==> config.mk <==
export PLATFORM = sky130hd
export DESIGN_NAME = ttr_recovery_ctrl_flat
export DESIGN_NICKNAME = d
export VERILOG_FILES = /design/src/rtl/ttr_recovery_ctrl_pkg.sv /design/src/rtl/ttr_recovery_ctrl_if.sv /design/src/rtl/ttr_sat_cnt.sv /design/src/rtl/ttr_recovery_ctrl.sv /design/src/flat_wrapper.sv
export SDC_FILE = /design/constraint.sdc
export NUM_CORES = 1
export LEC_CHECK = 0
export CAP_MARGIN = 20
export CORE_MARGIN = 1.5
export CORE_UTILIZATION = 54
export CTS_BUF_LIST = sky130_fd_sc_hd__clkbuf_4 sky130_fd_sc_hd__clkbuf_8
export DETAILED_ROUTE_END_ITERATION = 8
export GPL_ROUTABILITY_DRIVEN = 0
export HOLD_SLACK_MARGIN = 0.08
export MAX_ROUTING_LAYER = met4
export PLACE_DENSITY = 0.8
export SLEW_MARGIN = 20
export SYNTH_ARGS = -nofsm -noshare
export SYNTH_HDL_FRONTEND = slang
export SYNTH_SLANG_ARGS = --single-unit
==> constraint.sdc <==
create_clock -name clk -period 2.4 [get_ports clk]
set_input_delay 0.24 -clock clk [delete_from_list [all_inputs] [get_ports clk]]
set_output_delay 0.24 -clock clk [all_outputs]
set_load 0.02 [all_outputs]
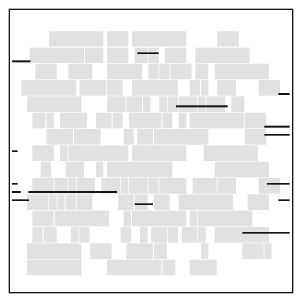
(met3 routing)
Scale: 6 px per um. Cells faint in the background.
share of all routed wire: 3.2%
main direction: horizontal
via count: 753
global routing usage on met3: 3.46%

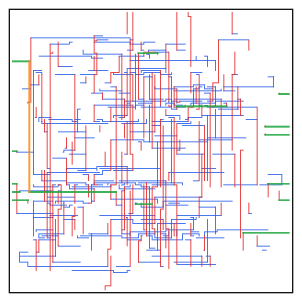
(signal wires by layer)
Scale: 6 px per um.
| color | layer | wire length |
|---|---|---|
| red | metal 2 | 908 um |
| blue | metal 1 | 827 um |
| green | metal 3 | 58.6 um |
| orange | metal 4 | 21.8 um |
All-Layer GR Usage: 20.3%
routed len/inst: 13.2 um

==> datasheet_impl.txt <==
Physical implementation characteristics

Parameter                              Value

Layout
  Gate Area    about 510 um2
  Biggest area consumer among cell classes    combinational gates
  Final clock-cell share    4.11%
  Number of logic gates    approximately 67
  Sequential cell count of the final layout    20
  Clock buffer count    3
  Final core area utilization    roughly 73%
  Number of flip-flops under the largest register name    8
  Proportion of cell area occupied by multi-input gates    about two fifths
  Ant. Diodes    0
  Filler Cells Inserted    around 140

Power and ir drop
  Switching share of total power    a little under a fifth
  Sequential cell fraction of total power    a little over half
  Power density over the cells    between 400 and 500 nW/um2
  Combinational group share of total power    2.9%
  Pint    between 500 and 600 uW
  Reported combinational group power    18.5 uW
  Part of the total power dissipated in the clock network    a little over two fifths
  Group drawing the most power    sequential cells
  Power Total    between 600 and 700 uW
  Power in the clock group    roughly 280 uW
  Sw Pwr    119 uW
  Static leakage    0.558 nW

Hold path
  Min-delay worst type    input port to async pin

Logic synthesis
  Sequential fraction of the synthesis area    47.9%
  Count of library flops with an enable pin    0
  Post-synthesis cell type with the largest instance count    sky130_fd_sc_hd__dfrtp_1
  Fraction of post-synthesis cell area in the top cell type by area    47.9%
  Post-synthesis cell type with the largest combined area    sky130_fd_sc_hd__dfrtp_1
  Dominant synthesized flop cell    sky130_fd_sc_hd__dfrtp_1
  Ranking of synthesized cells by instance count    20 x sky130_fd_sc_hd__dfrtp_1, 8 x sky130_fd_sc_hd__nand2_1, 6 x sky130_fd_sc_hd__ha_1, 6 x sky130_fd_sc_hd__inv_1
  Mapped Avg Cell Area    roughly 11 um2
  Synth flops    20
  Synthesized netlist cell count    roughly 95

Worst setup path
  Delay of the slowest critical-path stage    between 400 and 500 ps
  Critical Path Fanout Max    5
  Worst Setup Start Kind    flip-flop
  Critical Path, Cell by Cell    inv_1 > ha_1 > nand4bb_4 > or2_4 > a41oi_2 > mux2_2
  Register-to-register setup slack    ~530 ps
  Logic depth of the worst path, buffers included    6
  Worst Path Required    between 2000 and 3000 ps
  R2R cell count    6

Detailed routing
  Routed wl met3    about 58 um
  Post-Route WL    1820 um
  Iteration-0 DRC count of the detailed router    15
  Number of vias per cell    between 5 and 6
  Top sig layer    met4
  Detail Route Antenna Nets    0
  Pre-antenna DRT Iters    4
  Amount of wire on met2 after detailed routing    roughly 900 um
  Routed met1 length    roughly 830 um

CTS
  Post-cts repair resize count    0
  Clk sinks    20
  TritonCTS clock tree    yes
  Deepest level of the CTS H-tree    1
  Number of setup buffers added after CTS    0
  Maximum count of clock buffers along a single path    2
  Insertion delay at the late pin of the worst-skew pair    300 ps

Global routing
  Pin count of the biggest net entering global routing    21
  Number of global-route vias before repair    around 700
  GRT met1 Usage    25.7%
  Global-route layer with the greatest usage    met2
  Met2 track utilization from global routing    32.1%
  Total grt overflow    0

STA
  RSZ-0062 raised after global routing    no
  Setup TNS    0 ps
  Relative max-transition margin    50.8%
  Slew at the pin with the worst max-slew slack    about 740 ps
  Layout Skew    between 7 and 8 ps
  Final critical delay including setup and external delays    between 1500 and 2000 ps
  Max-slew violation total from the final report    0
  Worst setup slack after layout    528 ps
  Count of final hold-check violations    0
  Portion of the clock cycle consumed by the worst path in the final layout    slightly below 80%

Floorplan
  Die height    approximately 47 um
  Number of placement rows    15
  Die extent in x    47.0 um
  Number of ports placed on the die boundary    17
  Die area    around 2200 um2
  Core ar.    between 1500 and 2000 um2

Run status
  Outcome    finished, final reports clean

Flow run
  Tally of OpenROAD warnings    28

Placement
  DPL Wire Length    approximately 1300 um
  Instance count after placement with tap cells included    about 130
  Pre-CTS setup slack    slightly above 400 ps
  Number of buffers added on ports    16
## layout by cell type, fill, tap and decap left out, types with 4 or more instances in the layout
cell	n
sky130_fd_sc_hd__dfrtp_1	20
sky130_fd_sc_hd__clkdlybuf4s50_1	16
sky130_fd_sc_hd__nand2_1	8
sky130_fd_sc_hd__inv_1	6
sky130_fd_sc_hd__ha_1	6
sky130_fd_sc_hd__nor2_1	5
sky130_fd_sc_hd__a21oi_1	5
sky130_fd_sc_hd__nand3_1	4
## cells by family after synthesis
family	Yosys count	share of synthesized area (%)
flip-flops	20	47.9
multiplexers	3	3.11
adder cells (fa/ha/maj)	6	7.19
AND-OR/OR-AND	20	13.9
AND/OR/NAND/NOR	35	22.4
XOR/XNOR	3	2.52
buffers and inverters	8	2.99
Power and IR drop assume default switching activity.
